Figure 1. M1 wires (run 1).
The bar under the picture is 20 um long.
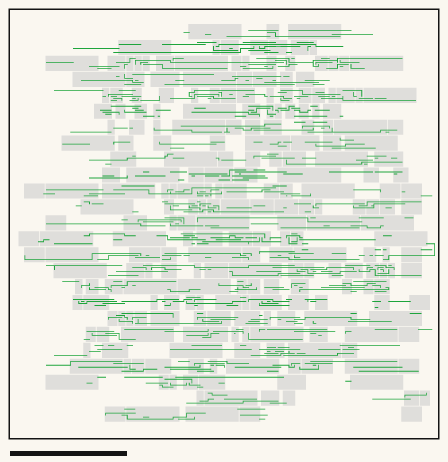
Figure 2. The metal 2 layer (run 1).
The bar under the picture is 20 um long.
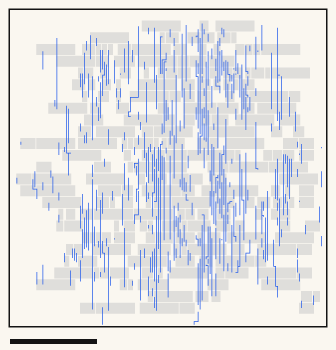
Figure 3. Signal wires on met3 (run 1).
The bar under the picture is 20 um long.
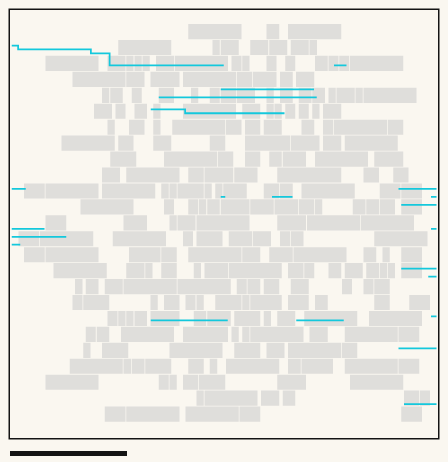
Figure 4. Pin placement (run 1).
The bar under the picture is 20 um long. Pins as bars across the die edge, other pins in grey.
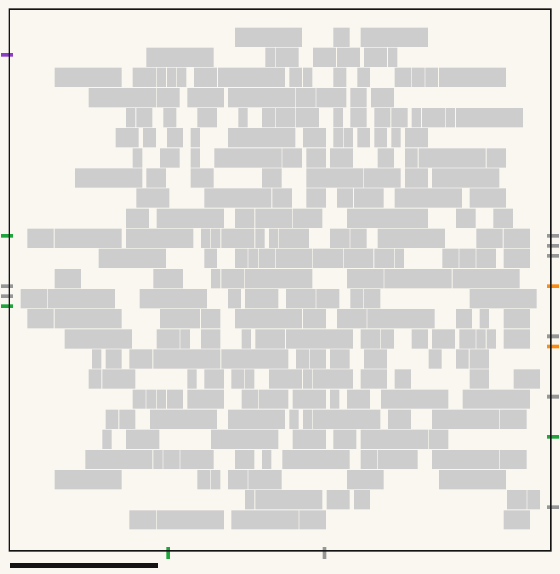
## src/rtl/mole_pkg.sv

```systemverilog
// Shared defaults and helpers for the whack-a-mole button scanner.
// Optional release events: define MOLE_BTN_RELEASE_EN.
package mole_pkg;

  localparam int N_BTN_DEF    = 4;
  localparam int TICK_DIV_DEF = 100000;
  localparam int DB_CNT_DEF   = 8;

  typedef logic [$clog2(N_BTN_DEF)-1:0] btn_idx_t;

  function automatic btn_idx_t lowest_set(
    input logic [N_BTN_DEF-1:0] mask
  );
    btn_idx_t r;
    r = '0;
    for (int i = N_BTN_DEF-1; i >= 0; i--) begin
      if (mask[i]) r = btn_idx_t'(i);
    end
    return r;
  endfunction

endpackage

```

## src/rtl/btn_debounce.sv

```systemverilog
// One button: 2-flop synchroniser, tick-driven debounce counter, edge pulses.
// fall_o exists only when MOLE_BTN_RELEASE_EN is defined.
module btn_debounce
  import mole_pkg::*;
#(
  parameter int DB_CNT = DB_CNT_DEF
) (
  input  logic clk,
  input  logic rst_n,
  input  logic raw_i,
  input  logic tick_i,
  output logic level_o,
`ifdef MOLE_BTN_RELEASE_EN
  output logic fall_o,
`endif
  output logic rise_o
);

  localparam int CW = (DB_CNT > 1) ? $clog2(DB_CNT) : 1;
  localparam logic [CW-1:0] CMAX = CW'(DB_CNT-1);

  logic [1:0]    sync_q;
  logic [CW-1:0] cnt_q;
  logic          level_q;
  logic          sync;
  logic          diff;
  logic          flip;

  assign sync = sync_q[1];
  assign diff = sync != level_q;
  // Level changes on the edge ending this cycle.
  assign flip = tick_i && diff && (cnt_q == CMAX);

  always_ff @(posedge clk or negedge rst_n) begin
    if (!rst_n) begin
      sync_q  <= '0;
      cnt_q   <= '0;
      level_q <= 1'b0;
    end else begin
      sync_q <= {sync_q[0], raw_i};
      if (tick_i) begin
        if (!diff) begin
          cnt_q <= '0;
        end else if (cnt_q == CMAX) begin
          level_q <= sync;
          cnt_q   <= '0;
        end else begin
          cnt_q <= cnt_q + 1'b1;
        end
      end
    end
  end

  assign level_o = level_q;
  assign rise_o  = flip && sync;
`ifdef MOLE_BTN_RELEASE_EN
  assign fall_o  = flip && !sync;
`endif

endmodule

```

## src/rtl/mole_button_scanner.sv

```systemverilog
// Debounced button scanner queuing hit events for the game FSM.
// MOLE_BTN_RELEASE_EN adds hit_release and queues release events too.
module mole_button_scanner
  import mole_pkg::*;
#(
  parameter int N_BTN    = N_BTN_DEF,
  parameter int TICK_DIV = TICK_DIV_DEF,
  parameter int DB_CNT   = DB_CNT_DEF,
  localparam int IW      = $clog2(N_BTN)
) (
  input  logic             clk,
  input  logic             rst_n,
  input  logic [N_BTN-1:0] btn_raw,
  input  logic             enable,
  output logic [N_BTN-1:0] btn_level,
  output logic             hit_valid,
  input  logic             hit_ready,
  output logic [IW-1:0]    hit_idx,
`ifdef MOLE_BTN_RELEASE_EN
  output logic             hit_release,
`endif
  output logic             overrun
);

  localparam int PW = $clog2(TICK_DIV);
  localparam logic [PW-1:0] PMAX = PW'(TICK_DIV-1);

  logic [PW-1:0]    pre_q;
  logic             tick;
  logic [N_BTN-1:0] rise;

  logic [N_BTN-1:0] pend_q, pend_d;
  logic             valid_q, valid_d;
  logic [IW-1:0]    idx_q, idx_d;
  logic             ovr_q, ovr_d;
  logic             free;

`ifdef MOLE_BTN_RELEASE_EN
  logic [N_BTN-1:0] fall;
  logic [N_BTN-1:0] rel_q, rel_d;
  logic             isrel_q, isrel_d;
`endif

  function automatic logic [IW-1:0] low_idx(
    input logic [N_BTN-1:0] m
  );
    logic [IW-1:0] r;
    r = '0;
    for (int i = N_BTN-1; i >= 0; i--) begin
      if (m[i]) r = IW'(i);
    end
    return r;
  endfunction

  assign tick = (pre_q == PMAX);

  always_ff @(posedge clk or negedge rst_n) begin
    if (!rst_n) pre_q <= '0;
    else if (tick) pre_q <= '0;
    else pre_q <= pre_q + 1'b1;
  end

  for (genvar g = 0; g < N_BTN; g++) begin : g_btn
    btn_debounce #(
      .DB_CNT(DB_CNT)
    ) u_db (
      .clk    (clk),
      .rst_n  (rst_n),
      .raw_i  (btn_raw[g]),
      .tick_i (tick),
      .level_o(btn_level[g]),
`ifdef MOLE_BTN_RELEASE_EN
      .fall_o (fall[g]),
`endif
      .rise_o (rise[g])
    );
  end

  assign free = !valid_q || hit_ready;

  always_comb begin
    pend_d  = pend_q;
    valid_d = valid_q;
    idx_d   = idx_q;
    ovr_d   = 1'b0;
`ifdef MOLE_BTN_RELEASE_EN
    rel_d   = rel_q;
    isrel_d = isrel_q;
`endif
    if (!enable) begin
      pend_d  = '0;
      valid_d = 1'b0;
`ifdef MOLE_BTN_RELEASE_EN
      rel_d   = '0;
`endif
    end else begin
      if (free) begin
        if (|pend_q) begin
          valid_d = 1'b1;
          idx_d   = low_idx(pend_q);
          pend_d[low_idx(pend_q)] = 1'b0;
`ifdef MOLE_BTN_RELEASE_EN
          isrel_d = 1'b0;
        end else if (|rel_q) begin
          valid_d = 1'b1;
          idx_d   = low_idx(rel_q);
          rel_d[low_idx(rel_q)] = 1'b0;
          isrel_d = 1'b1;
`endif
        end else begin
          valid_d = 1'b0;
        end
      end
      // New edges are merged after the load so a same-bit set wins.
      ovr_d  = |(rise & pend_q);
      pend_d = pend_d | rise;
`ifdef MOLE_BTN_RELEASE_EN
      rel_d  = rel_d | fall;
`endif
    end
  end

  always_ff @(posedge clk or negedge rst_n) begin
    if (!rst_n) begin
      pend_q  <= '0;
      valid_q <= 1'b0;
      idx_q   <= '0;
      ovr_q   <= 1'b0;
    end else begin
      pend_q  <= pend_d;
      valid_q <= valid_d;
      idx_q   <= idx_d;
      ovr_q   <= ovr_d;
    end
  end

`ifdef MOLE_BTN_RELEASE_EN
  always_ff @(posedge clk or negedge rst_n) begin
    if (!rst_n) begin
      rel_q   <= '0;
      isrel_q <= 1'b0;
    end else begin
      rel_q   <= rel_d;
      isrel_q <= isrel_d;
    end
  end

  assign hit_release = isrel_q;
`endif

  assign hit_valid = valid_q;
  assign hit_idx   = idx_q;
  assign overrun   = ovr_q;

endmodule
```

## config.mk

```make
export PLATFORM = sky130hd
export DESIGN_NAME = mole_button_scanner
export DESIGN_NICKNAME = d
export VERILOG_FILES = /design/src/rtl/mole_pkg.sv /design/src/rtl/btn_debounce.sv /design/src/rtl/mole_button_scanner.sv
export SDC_FILE = /design/constraint.sdc
export NUM_CORES = 1
export LEC_CHECK = 0
export CORE_UTILIZATION = 45
export DETAILED_ROUTE_END_ITERATION = 7
export PLACE_DENSITY = 0.66
export SETUP_SLACK_MARGIN = 0.15
export SLEW_MARGIN = 20
export SYNTH_ARGS = -nofsm -noshare
export SYNTH_HDL_FRONTEND = slang
export SYNTH_SLANG_ARGS = --single-unit
```

## constraint.sdc

```tcl
create_clock -name clk -period 2.15 [get_ports clk]
set_clock_uncertainty 0.2 [all_clocks]
set_input_delay 0.3225 -clock clk [delete_from_list [all_inputs] [get_ports clk]]
set_output_delay 0.3225 -clock clk [all_outputs]
set_load 0.005 [all_outputs]
```

==> qor.yml, run 1 <==
status: "finished with violations"
violations: "negative setup slack"
synthAoiAreaFrac_pct: 5.34
final_antenna_net_count: 0
num-nonclk-inverters: 4
max_stage_delay_ns: 0.56
cts_made_buffers: 5
wl_per_cell_um: 13.1
root_buffer: "clkbuf_8"
hold_class: "register to register"
final_layout_top_logic_cells: "dfrtp_1, buf_4, nand2_1, nor2_1, nand3_1"
setup_ws_ns: -0.0507
mux_area_share_pct: 1.98
synth_nets: 224
pre_cts_ws_ns: -0.0268
drc: 0
met3WireLength_um: 180
grt_pass1_vias: 1491
setup_violations: 13
largest_register: "pre_q"
wl_met2_um: 1800
clockBufferDepth: 2
dr.pass1.iters: 4
n_clock_buffer: 7
num_io_pins: 16
warning_count: 29
grt_max_degree: 50
vias_per_cell: 5.00
fillCellCount: 412
About Figure 1:
wire length on this layer	2160 um
share of all routed wire	52%
main direction	horizontal
nets with wire on the layer	243
longest straight run	22.1 um

About Figure 2:
longest straight run	29.9 um
nets with wire on the layer	213
main direction	vertical
wire length on this layer	1800 um
M2 GR Usage: 25.5%
WL final: 4170 um
via count: 1591

About Figure 3:
nets with wire on the layer	19
share of all routed wire	4.3%
main direction	horizontal
routing usage on met3: 5.11%

About Figure 4:
colour	port	pins	direction	edge
orange	`hit_idx`	2	output	east
green	`btn_raw`	4	input	2 west, 1 south, 1 east
purple	`clk`	1	input	west
all pins by edge	9 east, 5 west, 2 south

[run 1: cell usage after synthesis, drive strengths merged]
cell | n | area [sq um]
or4b | 2 | 23.8
mux2 | 4 | 45.0
nand4b | 5 | 43.8
nor3 | 2 | 10.0
or3 | 3 | 18.8
or4 | 1 | 11.3
a22oi | 1 | 7.51
nand3b | 1 | 7.51
dfrtp | 49 | 1230
a211oi | 1 | 7.51
nand3 | 17 | 85.1
xor2 | 9 | 78.8
o21ai | 5 | 25.0
a32oi | 1 | 8.76
nand4 | 4 | 25.0
a21boi | 3 | 22.5
o31a | 1 | 8.76
o21a | 2 | 15.0
buf | 8 | 62.6
and3b | 1 | 8.76
a21oi | 1 | 5.00
nor4 | 5 | 61.3
inv | 4 | 15.0
or2 | 1 | 6.26
and3 | 1 | 6.26
ha | 9 | 113
a21o | 1 | 7.51
o31ai | 1 | 7.51
nand2 | 28 | 105
nor2b | 3 | 18.8
a31oi | 1 | 6.26
and4 | 1 | 8.76
nor2 | 19 | 71.3
xnor2 | 9 | 78.8
nand2b | 1 | 6.26
and2 | 2 | 12.5
[run 1: logic make-up (layout without fill, tap and decap cells)]
| kind of cell | after synthesis | after routing |
|---|---|---|
| mux | 4 | 4 |
| flops | 49 | 49 |
| compound gates | 18 | 18 |
| fa+ha+maj | 9 | 9 |
| buf+inv | 12 | 56 |
| xor+xnor | 18 | 18 |
| simple gates | 97 | 97 |
[run 1: through the flow]
step,std cells,total power [mW],TNS (ns)
finish,318,1.65,-0.359
global route,318,1.73,-1.70
CTS,318,1.68,-0.157
detailed placement,300,1.00,-0.0519
global placement,300,1.00,-0.00135
floorplan,207,0.964,-0.248
[run 1: power breakdown]
part | internal [mW] | switching, mW
clock | 0.379 | 0.289
sequential | 0.930 | 0.00604
combinational | 0.0212 | 0.0274
## Run 2: what changed since run 1
--- a/config.mk
+++ b/config.mk
@@ -9,6 +9,7 @@
 export DETAILED_ROUTE_END_ITERATION = 7
 export PLACE_DENSITY = 0.66
 export SETUP_SLACK_MARGIN = 0.15
+export SKIP_LAST_GASP = 1
 export SLEW_MARGIN = 20
 export SYNTH_ARGS = -nofsm -noshare
 export SYNTH_HDL_FRONTEND = slang
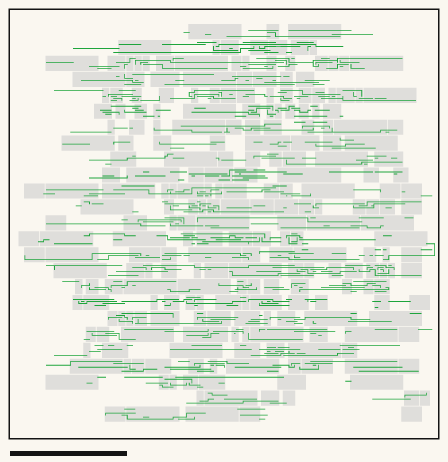
Figure 5: run 2, M1 wires.
The bar under the picture is 20 um long.
longest straight run	22.1 um
wire length on this layer	2160 um
share of all routed wire	52%
nets with wire on the layer	243
main direction	horizontal
GRT met1 Usage: 27.1%

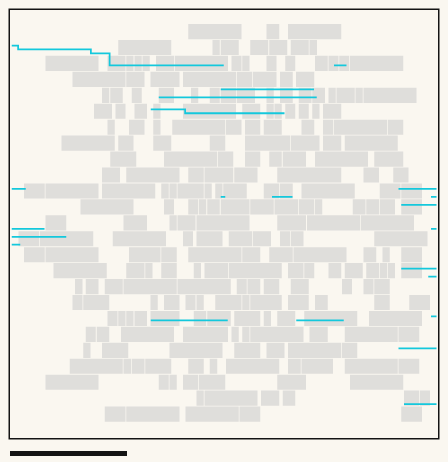
Figure 6: run 2, signal wires on met3.
The bar under the picture is 20 um long.
share of all routed wire	4.3%
wire length on this layer	180 um
main direction	horizontal
nets with wire on the layer	19
longest straight run	26.7 um

==> run 2 against run 1 <==
Critical path type unchanged; non-clock buffer count did not move; critical endpoint unchanged; clock power is essentially flat; sequential cell count unchanged; wire length unchanged; the flow still finishes with violations (negative setup slack); final cell count unchanged; combinational power about the same; synthesized area unchanged.
==> qor.yml, run 2 <==
status: "finished with violations"  # unchanged
violations: "negative setup slack"  # unchanged
dp_cells: 300  # unchanged
fillCellCount: 412  # unchanged
wl_per_cell_um: 13.1  # unchanged
powerSeq_mw: 0.936  # about the same
swShare_pct: 19.5  # unchanged
vias: 1591  # unchanged
setup_ws_ns: -0.0507  # unchanged
final_layout_top_logic_cells: "dfrtp_1, buf_4, nand2_1, nor2_1, nand3_1"  # unchanged
setup_violations: 13  # unchanged
max_stage_delay_ns: 0.56  # about the same
pre_cts_ws_ns: -0.0268  # unchanged
synthAoiAreaFrac_pct: 5.34  # unchanged
mux_area_share_pct: 1.98  # unchanged
pg_comb_mw: 0.0487  # about the same
edf_count: 0  # unchanged
async_reset_ff_share_pct: 100  # unchanged
synth_top_area_share_pct: 54.0  # unchanged
grt_pass1_vias: 1491  # unchanged
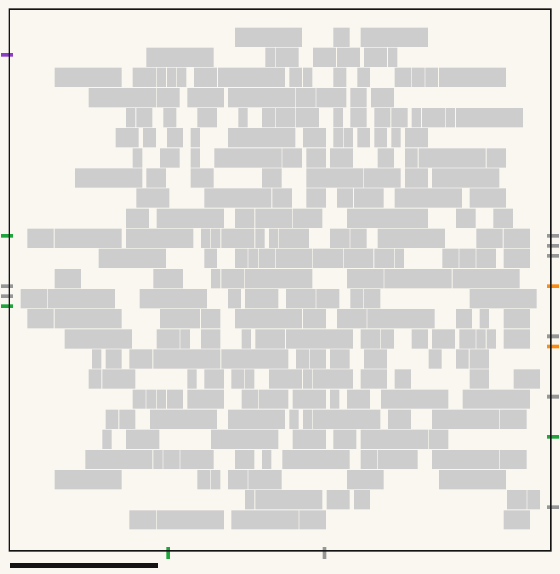
Figure 7: run 2, pin placement.
The bar under the picture is 20 um long. Pins as bars across the die edge, other pins in grey.
colour	port	pins	direction	edge
orange	`hit_idx`	2	output	east
green	`btn_raw`	4	input	2 west, 1 south, 1 east
purple	`clk`	1	input	west
all pins by edge	9 east, 5 west, 2 south
die width: 73.0 um
PortBufs: 15
die y size: 73.0 um

[run 2: cell counts after synthesis]
Identical to the previous run, type by type.
[run 2: final timing paths]
check | start | slack (ns) | to | depth (start not counted)
max | pre_q[12]$_DFF_PN0_ | -0.05 | g_btn[1].u_db.level_o$_DFFE_PN0P_ | 6
min | g_btn[1].u_db.sync_q[0]$_DFF_PN0_ | 0.16 | g_btn[1].u_db.sync_q[1]$_DFF_PN0_ | 0
max reg2reg | pre_q[12]$_DFF_PN0_ | -0.05 | g_btn[1].u_db.level_o$_DFFE_PN0P_ | 6
min reg2reg | g_btn[1].u_db.sync_q[0]$_DFF_PN0_ | 0.16 | g_btn[1].u_db.sync_q[1]$_DFF_PN0_ | 0
max in group asynchronous | rst_n | 0.90 | pre_q[4]$_DFF_PN0_ | 3
min in group asynchronous | rst_n | 0.43 | g_btn[3].u_db.sync_q[0]$_DFF_PN0_ | 3
[run 2: final cells by class]
cell class	instances	area (sq um)	area share (%)
Clock inverter	1	30.0	1.05
Tap cell	67	83.8	2.93
Timing Repair Buffer	44	395	13.8
Multi-Input combinational cell	146	1020	35.7
Sequential cell	49	1230	42.9
Clock buffer	7	86.3	3.02
Inverter	4	15.0	0.525
[run 2: metal layers]
layer	global-route usage (%)	vias up	part of all wire, %
li1	-	803	-
met1	27.1	758	52
met2	25.5	28	43
met3	5.11	2	4.3
met4	6.54	0	0.53
met5	0	-	0
[run 2: what timing repair did]
item	4_1_cts	5_1_grt
buffers inserted	9	0
gates resized	20	6
setup endpoints to repair	29	29
cloned	0	0
hold buffers	1	0
pin swaps	11	6
endpoints found under the hold margin	49	0
## Run 3: what changed since run 2
--- a/config.mk
+++ b/config.mk
@@ -5,6 +5,7 @@
 export SDC_FILE = /design/constraint.sdc
 export NUM_CORES = 1
 export LEC_CHECK = 0
+export ABC_CLOCK_PERIOD_IN_PS = 2150
 export CORE_UTILIZATION = 45
 export DETAILED_ROUTE_END_ITERATION = 7
 export PLACE_DENSITY = 0.66
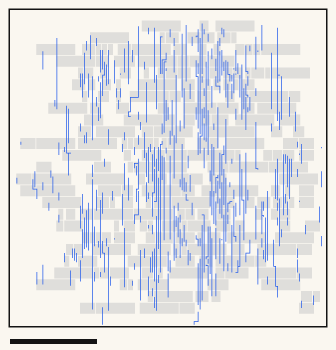
Figure 8: run 3, the metal 2 layer.
The bar under the picture is 20 um long.
wire length on this layer	1800 um
share of all routed wire	43%
nets with wire on the layer	213

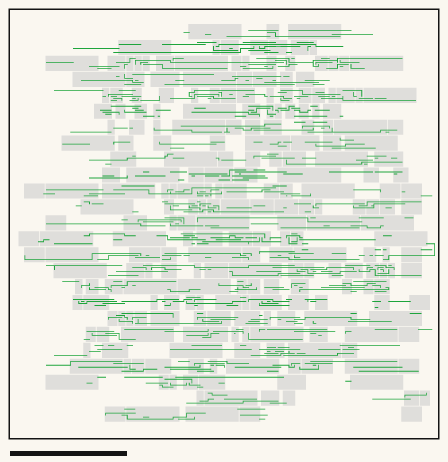
Figure 9: run 3, M1 wires.
The bar under the picture is 20 um long.
main direction	horizontal
nets with wire on the layer	243
share of all routed wire	52%

==> run 3 against run 2 <==
The run still ends with negative setup slack left; register-to-register slack is essentially flat; first-iteration DRC count unchanged; sequential power hardly changed; hold slack stayed put; utilization stayed put; synthesized area stayed put; critical path depth is the same; sequential cell count stayed put; clock power hardly changed; critical endpoint unchanged.
==> qor.yml, run 3 <==
dr.pass1.iters: 4  # unchanged
hp-start: "g_btn[1].u_db.sync_q[0]$_DFF_PN0_"  # unchanged
warning_count: 29  # unchanged
edf_count: 0  # unchanged
setup_ws_ns: -0.0507  # unchanged
dp_cells: 300  # unchanged
top_cells_by_count: "dfrtp_1, nand2_1, nor2_1, nand3_1"  # unchanged
r2r_start: "pre_q[12]$_DFF_PN0_"  # unchanged
mux_area_share_pct: 1.98  # unchanged
async_reset_ff_share_pct: 100  # unchanged
vias_per_cell: 5.00  # unchanged
violations: "negative setup slack"  # unchanged
wl_per_cell_um: 13.1  # unchanged
clockBufferDepth: 2  # unchanged
vias: 1591  # unchanged
cts_made_buffers: 5  # unchanged
die_h_um: 73.0  # unchanged
hold_class: "register to register"  # unchanged
status: "finished with violations"  # unchanged
final_cells: 318  # unchanged
reg2reg_slack_ns: -0.05  # about the same
busiest_layer: "met1"  # unchanged
largest_register: "pre_q"  # unchanged
grt_pass1_vias: 1491  # unchanged
setup_violations: 13  # unchanged
die_w_um: 73.0  # unchanged
pre_cts_ws_ns: -0.0268  # unchanged
top_cell: "dfrtp_1"  # unchanged
drc: 0  # unchanged
r2r_end: "g_btn[1].u_db.level_o$_DFFE_PN0P_"  # unchanged
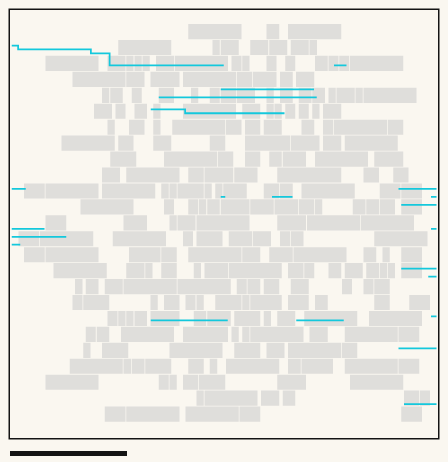
Figure 10: run 3, signal wires on met3.
The bar under the picture is 20 um long.

[run 3: cell counts after synthesis]
No cell type changed its count.
[run 3: final cells by class]
cell class	instances	area (sq um)	share of cell area (%)
Sequential cell	49	1230	42.9
Multi-Input combinational cell	146	1020	35.7
Timing Repair Buffer	44	395	13.8
Clock buffer	7	86.3	3.02
Tap cell	67	83.8	2.93
Clock inverter	1	30.0	1.05
Inverter	4	15.0	0.525
[run 3: critical path, stage by stage (launching register included)]
cell	delay (ns)
dfrtp_1	0.38
or4b_4	0.56
buf_6	0.14
nor4_4	0.27
buf_6	0.18
nand2_2	0.06
mux2_4	0.31
[run 3: repair_timing]
item                                    CTS  global route
gates resized                            20             6
pin swaps                                11             6
endpoints found under the hold margin    49             0
hold buffers                              1             0
endpoints found under the setup margin   29            29
buffers inserted                          9             0
[run 3: cell families after synthesis]
group                      Yosys count
AOI/OAI and AO/OA                   18
xor gates and xnor gates            18
adders and majority gates            9
buffers and inverters               12
DFF                                 49
muxes                                4
and+or+nand+nor                     97
[run 3: where the power goes]
part	switching [mW]	internal (mW)
Combinational	0.0274	0.0212
Sequential	0.00604	0.930
Clock	0.289	0.379
[run 3: routing by layer]
layer  up-vias  routed length (um)
met1       758                2160
met3         2                 180
met2        28                1800
li1        803                   -
met4         0                  22
met5         -                   0
No activity file was given, so power comes from the tool's default toggle rates.
